Figure 1. Clock routing.
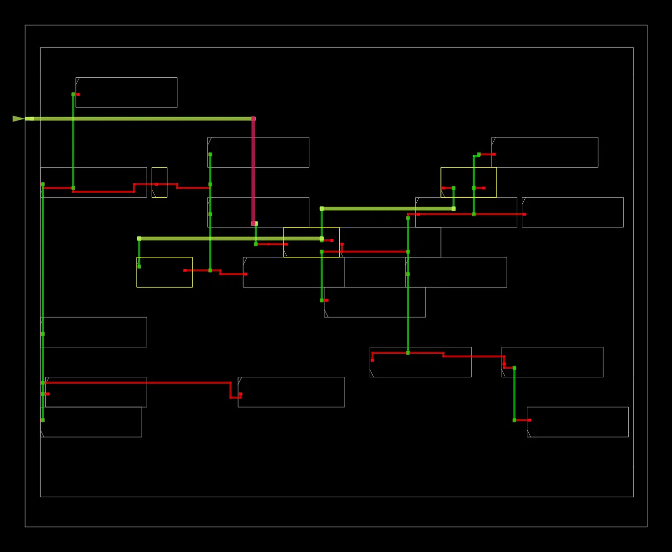
Figure 2. Met2 routing.
(6 px per µm)
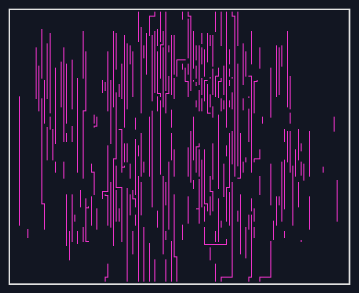
Figure 3. Placement density heat map.
(6 px per µm) The die is cut into 11 by 9 equal tiles; black is low, pale yellow is high, 0 to 100% covered.
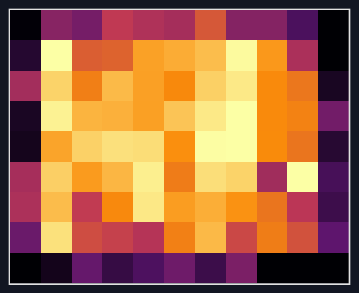
$ cat src/rtl/ara_pkg.sv
// ara_pkg -- shared constants and types for the Ara cluster front end.
//
// Contents:
//   MaxNrClusters       upper bound on the number of clusters one CVA6 serves
//   MaxOutstandingLimit upper bound on in-flight requests awaiting a response
//   out_cnt_t           outstanding-count type wide enough for the largest limit
//   F_* / J_*           fork and join FSM state encodings
package ara_pkg;

    localparam int unsigned MaxNrClusters       = 16;
    localparam int unsigned MaxOutstandingLimit = 15;

    typedef logic [$clog2(MaxOutstandingLimit + 1)-1:0] out_cnt_t;

    // Fork FSM: F_PART means some clusters already took the current request.
    localparam logic [0:0] F_IDLE = 1'b0;
    localparam logic [0:0] F_PART = 1'b1;

    // Join FSM: J_EMIT holds the merged response until CVA6 takes it.
    localparam logic [0:0] J_COLLECT = 1'b0;
    localparam logic [0:0] J_EMIT    = 1'b1;

endpackage

$ cat src/rtl/cluster_resp_join.sv
// cluster_resp_join -- merges one response from every cluster into a single
// response towards CVA6.
//
// Ports:
//   clk_i, rst_ni      clock, asynchronous active-low reset
//   cnt_nz_i           at least one request is awaiting a response
//   cl_resp_valid_i    per-cluster response valid
//   cl_resp_exc_i      per-cluster exception flag
//   cl_resp_ready_o    per-cluster response ready
//   resp_valid_o       merged response valid (registered)
//   resp_exc_o         OR of all captured exception flags
//   resp_ready_i       CVA6 response ready
//   err_o              sticky spurious-response flag
module cluster_resp_join
    import ara_pkg::*;
#(
    parameter int unsigned NrClusters = 4
) (
    input  logic                  clk_i,
    input  logic                  rst_ni,
    input  logic                  cnt_nz_i,
    input  logic [NrClusters-1:0] cl_resp_valid_i,
    input  logic [NrClusters-1:0] cl_resp_exc_i,
    output logic [NrClusters-1:0] cl_resp_ready_o,
    output logic                  resp_valid_o,
    output logic                  resp_exc_o,
    input  logic                  resp_ready_i,
    output logic                  err_o
);

    logic [0:0]            state_q, state_d;
    logic [NrClusters-1:0] got_q, got_d;
    logic [NrClusters-1:0] exc_q, exc_d;
    logic                  err_q, err_d;

    logic [NrClusters-1:0] collect_rdy;
    logic [NrClusters-1:0] spurious;
    logic [NrClusters-1:0] resp_hs;

    always_comb begin
        // With nothing outstanding any response is spurious: acknowledge it
        // so the cluster is not stuck, but never record it.
        spurious    = cl_resp_valid_i & {NrClusters{~cnt_nz_i}};
        collect_rdy = (state_q == J_COLLECT) ? (~got_q & {NrClusters{cnt_nz_i}})
                                             : '0;
        cl_resp_ready_o = rst_ni ? (collect_rdy | spurious) : '0;
        resp_hs         = cl_resp_valid_i & collect_rdy;

        state_d = state_q;
        got_d   = got_q;
        exc_d   = exc_q;
        err_d   = err_q | (|spurious);

        if (state_q == J_COLLECT) begin
            got_d = got_q | resp_hs;
            exc_d = exc_q | (resp_hs & cl_resp_exc_i);
            // Include this cycle's handshakes so the merged response is
            // presented exactly one cycle after the last cluster answers.
            if (&got_d) begin
                state_d = J_EMIT;
            end
        end else if (resp_ready_i) begin
            got_d   = '0;
            exc_d   = '0;
            state_d = J_COLLECT;
        end
    end

    always_ff @(posedge clk_i or negedge rst_ni) begin
        if (!rst_ni) begin
            state_q <= J_COLLECT;
            got_q   <= '0;
            exc_q   <= '0;
            err_q   <= 1'b0;
        end else begin
            state_q <= state_d;
            got_q   <= got_d;
            exc_q   <= exc_d;
            err_q   <= err_d;
        end
    end

    assign resp_valid_o = (state_q == J_EMIT);
    assign resp_exc_o   = (state_q == J_EMIT) & (|exc_q);
    assign err_o        = err_q;

endmodule

$ cat src/rtl/cluster_acc_sync.sv
// cluster_acc_sync -- forks one CVA6 request to every Ara cluster and joins
// the clusters' responses back into one, bounding in-flight requests.
//
// Ports:
//   clk_i, rst_ni      clock, asynchronous active-low reset
//   req_valid_i        CVA6 request valid
//   req_resp_exp_i     request expects a response (sampled with req_valid_i)
//   req_ready_o        request taken by every cluster
//   cl_req_valid_o     per-cluster request valid
//   cl_req_ready_i     per-cluster request ready
//   cl_resp_valid_i    per-cluster response valid
//   cl_resp_exc_i      per-cluster exception flag
//   cl_resp_ready_o    per-cluster response ready
//   resp_valid_o       merged response valid
//   resp_exc_o         OR of captured exception flags
//   resp_ready_i       CVA6 response ready
//   err_o              sticky spurious-response flag
module cluster_acc_sync
    import ara_pkg::*;
#(
    parameter int unsigned NrClusters     = 4,
    parameter int unsigned MaxOutstanding = 4
) (
    input  logic                  clk_i,
    input  logic                  rst_ni,
    input  logic                  req_valid_i,
    input  logic                  req_resp_exp_i,
    output logic                  req_ready_o,
    output logic [NrClusters-1:0] cl_req_valid_o,
    input  logic [NrClusters-1:0] cl_req_ready_i,
    input  logic [NrClusters-1:0] cl_resp_valid_i,
    input  logic [NrClusters-1:0] cl_resp_exc_i,
    output logic [NrClusters-1:0] cl_resp_ready_o,
    output logic                  resp_valid_o,
    output logic                  resp_exc_o,
    input  logic                  resp_ready_i,
    output logic                  err_o
);

    localparam int unsigned CntW = $clog2(MaxOutstanding + 1);

    if (NrClusters < 1 || NrClusters > MaxNrClusters) begin : g_bad_nr_clusters
        $error("cluster_acc_sync: NrClusters out of range");
    end
    if (MaxOutstanding < 1 || MaxOutstanding > MaxOutstandingLimit) begin : g_bad_max_out
        $error("cluster_acc_sync: MaxOutstanding out of range");
    end

    logic [0:0]            fork_state_q, fork_state_d;
    logic [NrClusters-1:0] acc_q, acc_d;
    logic [CntW-1:0]       cnt_q, cnt_d;

    logic                  credit_ok;
    logic [NrClusters-1:0] taken;
    logic                  req_hs;
    logic                  resp_hs;
    logic                  cnt_inc;
    logic                  cnt_dec;

    // Fork: a cluster that already accepted the current request is masked
    // off so it never sees the same request twice.
    always_comb begin
        taken       = (fork_state_q == F_PART) ? acc_q : '0;
        credit_ok   = (out_cnt_t'(cnt_q) < out_cnt_t'(MaxOutstanding)) | ~req_resp_exp_i;
        req_ready_o = rst_ni & credit_ok & (&(taken | cl_req_ready_i));
        cl_req_valid_o = {NrClusters{rst_ni & req_valid_i & credit_ok}} & ~taken;
        req_hs      = req_valid_i & req_ready_o;

        if (req_hs) begin
            acc_d        = '0;
            fork_state_d = F_IDLE;
        end else begin
            acc_d        = taken | (cl_req_valid_o & cl_req_ready_i);
            fork_state_d = (acc_d != '0) ? F_PART : F_IDLE;
        end
    end

    // Outstanding counter; saturating guards keep it from ever wrapping.
    always_comb begin
        cnt_inc = req_hs & req_resp_exp_i & (cnt_q != CntW'(MaxOutstanding));
        cnt_dec = resp_hs & (cnt_q != '0);
        cnt_d   = cnt_q;
        case ({cnt_inc, cnt_dec})
            2'b10:   cnt_d = cnt_q + 1'b1;
            2'b01:   cnt_d = cnt_q - 1'b1;
            default: cnt_d = cnt_q;
        endcase
    end

    always_ff @(posedge clk_i or negedge rst_ni) begin
        if (!rst_ni) begin
            fork_state_q <= F_IDLE;
            acc_q        <= '0;
            cnt_q        <= '0;
        end else begin
            fork_state_q <= fork_state_d;
            acc_q        <= acc_d;
            cnt_q        <= cnt_d;
        end
    end

    assign resp_hs = resp_valid_o & resp_ready_i;

    cluster_resp_join #(
        .NrClusters (NrClusters)
    ) i_resp_join (
        .clk_i           (clk_i),
        .rst_ni          (rst_ni),
        .cnt_nz_i        (cnt_q != '0),
        .cl_resp_valid_i (cl_resp_valid_i),
        .cl_resp_exc_i   (cl_resp_exc_i),
        .cl_resp_ready_o (cl_resp_ready_o),
        .resp_valid_o    (resp_valid_o),
        .resp_exc_o      (resp_exc_o),
        .resp_ready_i    (resp_ready_i),
        .err_o           (err_o)
    );

endmodule

$ cat config.mk
export PLATFORM = sky130hd
export DESIGN_NAME = cluster_acc_sync
export DESIGN_NICKNAME = d
export VERILOG_FILES = /design/src/rtl/ara_pkg.sv /design/src/rtl/cluster_resp_join.sv /design/src/rtl/cluster_acc_sync.sv
export SDC_FILE = /design/constraint.sdc
export NUM_CORES = 1
export LEC_CHECK = 0
export ABC_CLOCK_PERIOD_IN_PS = 1900
export CORE_ASPECT_RATIO = 0.8
export CORE_UTILIZATION = 44
export CTS_BUF_LIST = sky130_fd_sc_hd__clkbuf_8
export CTS_CLUSTER_SIZE = 8
export DETAILED_ROUTE_END_ITERATION = 6
export GPL_TIMING_DRIVEN = 0
export PLACE_DENSITY = 0.77
export SYNTH_ARGS = -nofsm -noshare
export SYNTH_HDL_FRONTEND = slang
export SYNTH_SLANG_ARGS = --single-unit
export TNS_END_PERCENT = 50
$ cat constraint.sdc
create_clock -name clk_i -period 1.9 [get_ports clk_i]
set_input_delay 0.19 -clock clk_i [delete_from_list [all_inputs] [get_ports clk_i]]
set_output_delay 0.19 -clock clk_i [all_outputs]
set_load 0.05 [all_outputs]
==> notes.org <==
#+TITLE: Implementation results

** Finish
- Total non-filler cell area in the finished layout :: 1530 µm²
- Nets :: 170
- Footprint of the flip-flops and latches :: 455 µm²

** Pwr
- The flow reports power dissipated in combinational cells as 1150 µW.
- For this design the static power due to leakage is 0.000712 µW.
- Registers are responsible for 32.8% of the overall power.
- Switching Power :: 960 µW

** Yosys
- Yosys attributes the largest share of cell area to sky130_fd_sc_hd__dfrtp_1, sky130_fd_sc_hd__a21oi_1, sky130_fd_sc_hd__a32oi_1, sky130_fd_sc_hd__o22ai_1, sky130_fd_sc_hd__inv_1.
- The synthesized netlist occupies a cell area of 1040 µm².
- When the netlist entered floorplanning its net count stood at 123.
- Per the synthesis report, the AND-OR/OR-AND share of the synthesized area is 29.6%.
- Among all cell types in the netlist, the one instantiated most often is sky130_fd_sc_hd__dfrtp_1.
- Async set or reset register ratio after synthesis :: 100%
- After technology mapping, the gate count stands at 104.
- After synthesis, the largest area contributor takes up 43.2% of total cell area.
- In this run, synthesis produced a sequential element count of 18.

** Worst setup path
- Cell with the largest stage delay on the worst path :: sky130_fd_sc_hd__dfrtp_2
- Setup slack on the worst flop-to-flop path :: -0.02 ns
- The data arrival time reported for the critical path is 2.10 ns.
- Depth of the worst register-to-register path :: 8
- Counting buffers and inverters, the worst setup path is 8 cells deep.
- Critical path launch point type :: register
- Largest fanout of any net on the critical path :: 10
- List of cells traversed by the critical path :: nor3_4 -> nor2_1 -> ha_2 -> buf_4 -> buf_4 -> xor2_1 -> nor2_1 -> xor2_1

** STA
- Worst path setup slack after routing :: -0.0209 ns
- Counting I/O delays and the setup requirement, the final critical path takes 1.92 ns.
- The final timing summary puts the cycle share of the worst path at 101%.
- Setup repair after global routing could not meet its margin everywhere.
- Setup TNS :: -0.0209 ns
- The clock arrives with 0.00675 ns of skew.
- Number of endpoints failing setup at the final stage :: 1
- Number of hold-slack violations in the final timing report :: 0

** Run status
- The final reports fail on setup timing.
- The flow ran to the end, but the final reports show violations.

** Clock network
- TritonCTS built the clock tree.
- Per the CTS log, the maximum H-tree level is 1.
- CTS Buffer Depth :: 2

** Hold path
- Min-Delay Path Depth :: 3

** Placed design
- Dpl cells :: 157
- Final estimated routing congestion in global placement :: 0.821

** Global route
- Entering global routing, the biggest net connects 19 pins.
- Total global routing track utilization :: 24.2%
- The first global-routing pass estimated 4690 µm of wire.

** Floorplan
- IO Pins :: 29
- Die area :: 2570 µm²

** Route
- For this run, the detailed router reports a per-instance via density of 5.79.
Back to the opening pictures, Figure 1:
latest clock arrival within the worst-skew pair: 0.25 ns
clock network power: 268 µW
Inserted Clock Buffers: 3
number of sequential storage elements: 18
Clock Sinks: 18

Back to the opening pictures, Figure 2:
- share of all routed wire: 48%
- nets with wire on the layer: 146
- main direction: vertical
- longest straight run: 26.7 µm
total via count in the routed design: 1,014
total detailed-routing wirelength: 2930 µm

Back to the opening pictures, Figure 3:
- mean over tiles: 58%
- densest ninth of the die: centre
- nearly empty tiles: 7.1%
- tiles over 75% full: 39%
final core occ: 69.7%
initial cell density of the core: 47.5%

-- state kept, by name, indices dropped and copies added, names as in the netlist --
register / cells
i_resp_join.got_q: 4
acc_q: 4
i_resp_join.resp_valid_o: 1
cnt_q: 3
i_resp_join.exc_q: 4
i_resp_join.err_o: 1
fork_state_q: 1
-- timing repair --
action / CTS / global route
resized: 55 / 17
endpoints found under the setup margin: 18 / 8
hold endpoints to repair: 18 / 0
setup buffers: 6 / 9
hold buffers: 1 / 0
pin swaps: 6 / 12
-- layer usage --
metal  GRT usage, %  up-vias
met2           37.6       24
met3           6.53        2
met1           33.4      500
met5              0        -
li1               -      488
met4           7.80        0
No activity file was given, so power comes from the tool's default toggle rates.
